**src/rtl/hazard_ctrl_pkg.sv**
```systemverilog
// Shared encodings and constants for the pipeline hazard/stall scheduler.
package hazard_ctrl_pkg;

   localparam int unsigned STATE_W     = 2;
   localparam int unsigned REG_W       = 5;
   localparam int unsigned WAIT_W      = 16;
   localparam int unsigned TIMEOUT_DEF = 16;

   localparam logic [REG_W-1:0] ZeroReg5 = 5'd0;

   typedef enum logic [STATE_W-1:0] {
      ST_RUN      = 2'd0,
      ST_MEM_WAIT = 2'd1,
      ST_ERROR    = 2'd2
   } state_e;

   // Hold/bubble controls for the pipeline registers, in output order.
   typedef struct packed {
      logic pc_stall;
      logic if_id_stall;
      logic id_exe_stall;
      logic exe_mem_stall;
      logic if_id_flush;
      logic id_exe_flush;
      logic mem_wb_flush;
   } ctrl_t;

   // True when a source operand that is actually read matches a nonzero destination.
   function automatic logic src_hit(input logic [REG_W-1:0] src,
                                    input logic             used,
                                    input logic [REG_W-1:0] dest);
      return used && (dest != ZeroReg5) && (src == dest);
   endfunction

endpackage

```
**src/rtl/hazard_ctrl_cnt.sv**
```systemverilog
// Saturating up-counter with synchronous clear, used for stall statistics.
module hazard_ctrl_cnt #(
   parameter int unsigned W = 32
) (
   input  logic         clk_i,
   input  logic         rst_i,
   input  logic         clr_i,
   input  logic         inc_i,
   output logic [W-1:0] cnt_o
);

   logic [W-1:0] cnt_q;
   logic [W-1:0] cnt_d;

   always_comb begin
      cnt_d = cnt_q;
      if (clr_i) begin
         cnt_d = '0;
      end else if (inc_i && (cnt_q != '1)) begin
         cnt_d = cnt_q + W'(1);
      end
   end

   always_ff @(posedge clk_i or negedge rst_i) begin
      if (!rst_i) begin
         cnt_q <= '0;
      end else begin
         cnt_q <= cnt_d;
      end
   end

   assign cnt_o = cnt_q;

endmodule

```
**src/rtl/hazard_ctrl.sv**
```systemverilog
// Stall/flush scheduler for the five-stage pipeline: load-use, taken branch,
// multi-cycle data memory with timeout, and a sticky error state.
module hazard_ctrl
   import hazard_ctrl_pkg::*;
#(
   parameter int unsigned TIMEOUT = TIMEOUT_DEF,
   parameter int unsigned CNT_W   = 32
) (
   input  logic               clk_i,
   input  logic               rst_i,
   input  logic [REG_W-1:0]   id_reg_addr_1_i,
   input  logic [REG_W-1:0]   id_reg_addr_2_i,
   input  logic               id_uses_rs1_i,
   input  logic               id_uses_rs2_i,
   input  logic               ex_MemRead_i,
   input  logic [REG_W-1:0]   ex_reg_dest_i,
   input  logic               ex_branch_taken_i,
   input  logic               mem_MemRead_i,
   input  logic               mem_MemWrite_i,
   input  logic               dmem_ack_i,
   output logic               pc_stall_o,
   output logic               if_id_stall_o,
   output logic               id_exe_stall_o,
   output logic               exe_mem_stall_o,
   output logic               if_id_flush_o,
   output logic               id_exe_flush_o,
   output logic               mem_wb_flush_o,
   output logic               err_o,
   output logic [STATE_W-1:0] state_o,
   output logic [CNT_W-1:0]   stall_cycles_o
);

   state_e            state_q;
   state_e            state_d;
   logic [WAIT_W-1:0] wait_q;
   logic [WAIT_W-1:0] wait_d;

   logic  access;
   logic  freeze;
   logic  load_use;
   ctrl_t ctrl;

   assign access   = mem_MemRead_i | mem_MemWrite_i;
   assign load_use = ex_MemRead_i &
                     (src_hit(id_reg_addr_1_i, id_uses_rs1_i, ex_reg_dest_i) |
                      src_hit(id_reg_addr_2_i, id_uses_rs2_i, ex_reg_dest_i));

   always_comb begin
      freeze = 1'b0;
      unique case (state_q)
         ST_RUN:      freeze = access & ~dmem_ack_i;
         ST_MEM_WAIT: freeze = ~dmem_ack_i;
         ST_ERROR:    freeze = 1'b1;
         default:     freeze = 1'b1;
      endcase
   end

   // State and wait-counter register.
   always_ff @(posedge clk_i or negedge rst_i) begin
      if (!rst_i) begin
         state_q <= ST_RUN;
         wait_q  <= '0;
      end else begin
         state_q <= state_d;
         wait_q  <= wait_d;
      end
   end

   // Next state; an ack on the timeout cycle still wins over the error.
   always_comb begin
      state_d = state_q;
      wait_d  = wait_q;
      unique case (state_q)
         ST_RUN: begin
            if (access && !dmem_ack_i) begin
               state_d = ST_MEM_WAIT;
               wait_d  = WAIT_W'(1);
            end
         end
         ST_MEM_WAIT: begin
            if (dmem_ack_i) begin
               state_d = ST_RUN;
               wait_d  = '0;
            end else if (wait_q == WAIT_W'(TIMEOUT)) begin
               state_d = ST_ERROR;
            end else begin
               wait_d = wait_q + WAIT_W'(1);
            end
         end
         ST_ERROR: begin
            state_d = ST_ERROR;
         end
         default: begin
            state_d = ST_ERROR;
         end
      endcase
   end

   // Control outputs by priority: freeze, then branch, then load-use.
   always_comb begin
      ctrl = '0;
      if (!rst_i) begin
         ctrl = '0;
      end else if (freeze) begin
         ctrl.pc_stall      = 1'b1;
         ctrl.if_id_stall   = 1'b1;
         ctrl.id_exe_stall  = 1'b1;
         ctrl.exe_mem_stall = 1'b1;
         ctrl.mem_wb_flush  = 1'b1;
      end else if (ex_branch_taken_i) begin
         ctrl.if_id_flush  = 1'b1;
         ctrl.id_exe_flush = 1'b1;
      end else if (load_use) begin
         ctrl.pc_stall     = 1'b1;
         ctrl.if_id_stall  = 1'b1;
         ctrl.id_exe_flush = 1'b1;
      end
   end

   assign pc_stall_o      = ctrl.pc_stall;
   assign if_id_stall_o   = ctrl.if_id_stall;
   assign id_exe_stall_o  = ctrl.id_exe_stall;
   assign exe_mem_stall_o = ctrl.exe_mem_stall;
   assign if_id_flush_o   = ctrl.if_id_flush;
   assign id_exe_flush_o  = ctrl.id_exe_flush;
   assign mem_wb_flush_o  = ctrl.mem_wb_flush;
   assign err_o           = (state_q == ST_ERROR);
   assign state_o         = state_q;

   hazard_ctrl_cnt #(
      .W (CNT_W)
   ) u_perf_cnt (
      .clk_i (clk_i),
      .rst_i (rst_i),
      .clr_i (1'b0),
      .inc_i (|ctrl),
      .cnt_o (stall_cycles_o)
   );

endmodule

```
**config.mk**
```make
export PLATFORM = sky130hd
export DESIGN_NAME = hazard_ctrl
export DESIGN_NICKNAME = d
export VERILOG_FILES = /design/src/rtl/hazard_ctrl_pkg.sv /design/src/rtl/hazard_ctrl_cnt.sv /design/src/rtl/hazard_ctrl.sv
export SDC_FILE = /design/constraint.sdc
export NUM_CORES = 1
export LEC_CHECK = 0
export ABC_AREA = 1
export CAP_MARGIN = 0
export CORE_MARGIN = 5
export CORE_UTILIZATION = 48
export CTS_CLUSTER_DIAMETER = 50
export CTS_CLUSTER_SIZE = 28
export DETAILED_ROUTE_END_ITERATION = 7
export GPL_TIMING_DRIVEN = 0
export MAX_ROUTING_LAYER = met4
export PLACE_DENSITY = 0.76
export SYNTH_ARGS = -nofsm -noshare
export SYNTH_HDL_FRONTEND = slang
export SYNTH_SLANG_ARGS = --single-unit
```
**constraint.sdc**
```tcl
create_clock -name clk_i -period 1.5 [get_ports clk_i]
set_input_delay 0.15 -clock clk_i [delete_from_list [all_inputs] [get_ports clk_i]]
set_output_delay 0.15 -clock clk_i [all_outputs]
set_load 0.05 [all_outputs]
```
Register map, names as in the netlist:
Bar = 20 microns. Other cells in grey.
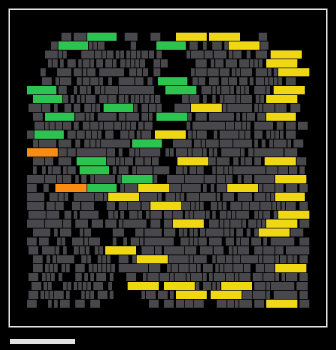
[orange] state_o | placed flops: 2
[yellow] u_perf_cnt.cnt_o | placed flops: 32
[green] wait_q | placed flops: 16
Core Util, Final: 82.1%
FF+latch area: 0.00129 sq mm
flop share of the area: 21.6%
P_seq: 0.00154 W

Cell classes on the final placement:
Bar = 20 microns.
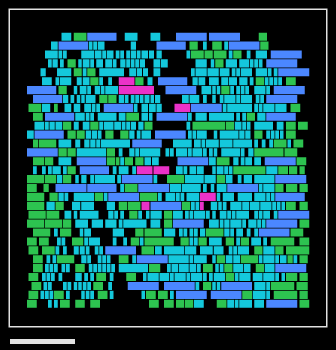
[blue] flip-flops | cells: 50
[magenta] clock drivers and dummy loads | cells: 8
[cyan] all other logic | cells: 482
[green] other buffers and delay cells | cells: 158

Congestion heat map:
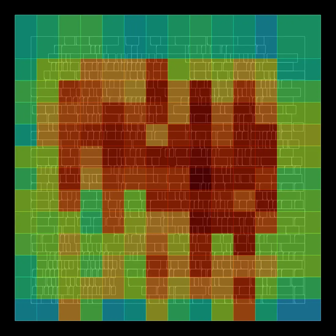
Total GRT Usage: 28.8%
met3 usage: 4.80%
GR Util met2: 49.1%

==> impl_metrics.tcl <==
# place-and-route summary
set metrics [dict create \
    post-route-drc-count 0 \
    maxCapViolations 0 \
    ant_nets 0 \
    totalWireLength_mm 14.1 \
    fmax_mhz 574 \
    cts_max_level 2 \
    grt_overflow 0 \
    pre_cts_ws_ns -0.907 \
    area_growth_pct 66.5 \
    report.final.slew_viol_count 0 \
    num_vias 4557 \
    first_global_vias 4317 \
    clock_skew_ns 0.0144 \
    synth_area_sq_mm 0.00360 \
    yosysUniqueCellTypes 29 \
    power.total_w 0.00358 \
    portBuffers 65 \
    postSynthCellCount 549 \
    clockBufferDepth 2 \
    status "finished with violations" \
    n_antenna_cell 0 \
    slew_headroom_pct 60.0 \
    hold_path.class "primary input to async pin" \
    placed_area_sq_mm 0.00463 \
    violations "setup timing" \
    flop_cell "dfrtp_1" \
    dr.pass1.iters 5 \
    layout.nets 724 \
    placedCellCount 714 \
    yosys_warnings 0 \
    die_area_sq_mm 0.00932 \
    cts_tree "yes" \
    pin_count 66 \
    numCtsBuffers 5 \
    die_x_microns 96.6 \
    grt_max_degree 28 \
    required_ns 1.35 \
    wl_per_cell_microns 17.7 \
    vias_per_cell 5.72 \
    clk_latency_ns 0.32 \
    design_area_sq_mm 0.00599 \
    common_cells "nand2_1, nand3_1, inv_1" \
    fin_ws_ns -0.242 \
    syn_nets 576 \
    core_area_sq_mm 0.00729 \
    gp_congestion 0.979 \
    hold_viol_final 0 \
    fp_util_pct 49.3 \
    most_common_cell "nand2_1" \
    grtUsageMet1_pct 31.7 \
    p_leak_nw 2.99 \
    rsz0062_at_grt "yes" \
    instances_no_fill 797 \
    top_cell_area_share_pct 34.8 \
    grt_pass1_wl_mm 20.2 \
    root_buffer "clkbuf_8" \
    worstMarginPinSlew_ns 0.600 \
    setup_viol 56 \
    top_cells_by_area "dfrtp_1, nand2_1, nand3_1" \
    drive_above_1_share_pct 41.5 \
    synth-edff-count 0 \
    yosysChipArea_sq_mm 0.00360 \
    cp-start-kind "flip-flop" \
    synthArstFlopShare_pct 100 \
    busiest_layer "met2" \
    ys_seq_share_pct 34.8 \
    period_minus_slack_ns 1.74 \
    post-dp-hpwl_mm 7.87 \
    drt_iter0_drc 329 \
    finalCritPeriodShare_pct 116 \
    ir_worst_vdd_v 0.000521 \
    crit_path_max_fanout 4 \
    path_clk_slew_ns 0.11 \
]
report_power, final:
part	switching [W]	internal, W
logic	0.000626	0.000414
registers	0.000122	0.00142
clock network	0.000500	0.000499
total	0.00125	0.00234
layout make-up:
type | count | area (sq um)
fillers | 457 | 1310
well taps | 99 | 124
flip-flops and latches | 50 | 1290
repair buffers | 141 | 1330
inverters | 63 | 243
clock buffers | 6 | 72.6
multi-input cells | 419 | 2690
clock inverters | 2 | 37.5
plain buffers | 17 | 198
through the flow:
stage	TNS, ns	hold WS (ns)	utilization, %
floorplan	-7.40	-0.146	-
finish	-9.29	0.373	82.1
detailed placement	-25.01	0.180	63.5
global route	-14.29	0.385	82.1
CTS	-5.86	0.429	75.9
global placement	-164.19	0.502	63.3
logic make-up after synthesis:
family / synth area share (%)
AOI/OAI and AO/OA: 2.92
xor gates and xnor gates: 6.58
adders and majority gates: 1.04
buffers and inverters: 9.50
DFF: 34.8
and+or+nand+nor: 45.2
layout by cell type (no fill, tap or decap), drive strengths merged, types with 14 or more instances in the layout:
cell type      n
buf           97
dlygate4sd2   41
clkbuf        14
o21ai         16
nor3          19
nand3         68
nor2          50
xor2          21
nand2        204
inv           62
nand4         15
dfrtp         50
repair_timing:
item                       CTS  global route
resized                    205           104
hold buffers                 4             2
setup endpoints to repair   91            79
hold endpoints to repair    23            23
gates cloned                 6             1
buffers inserted            50            15
pin swaps                   33            28
sequential cells by signal, indices dropped and copies added (netlist names):
register,cells
u_perf_cnt.cnt_o,32
wait_q,16
state_o,2
final timing paths:
path / to / slack [ns] / cells after the start / start
min in group clk_i: wait_q[11] / 0.47 / 4 / dmem_ack_i
setup / recovery: mem_wb_flush_o / -0.24 / 9 / state_o[1]
hold reg to reg: u_perf_cnt.cnt_o[6] / 0.54 / 2 / u_perf_cnt.cnt_o[6]
setup reg to reg: u_perf_cnt.cnt_o[3] / -0.24 / 8 / u_perf_cnt.cnt_o[20]
max in group asynchronous: u_perf_cnt.cnt_o[17] / 0.72 / 5 / rst_i
hold / removal: u_perf_cnt.cnt_o[10] / 0.37 / 3 / rst_i
layer usage:
layer / wire, microns / vias up
met5: 0 / -
met4: 890 / 0
met3: 1090 / 94
met2: 6870 / 308
met1: 5220 / 2114
li1: - / 2041
critical path, stage by stage, from the launching register on:
cell and delay [ns]:
dfrtp_2 0.40, inv_4 0.05, nand2_4 0.07, nor2_4 0.04, inv_2 0.09, nand3_4 0.07, nand2_4 0.11, clkinvlp_4 0.15
buf_8 0.15, buf_8 0.14
Power is estimated from default activity; no workload was simulated.
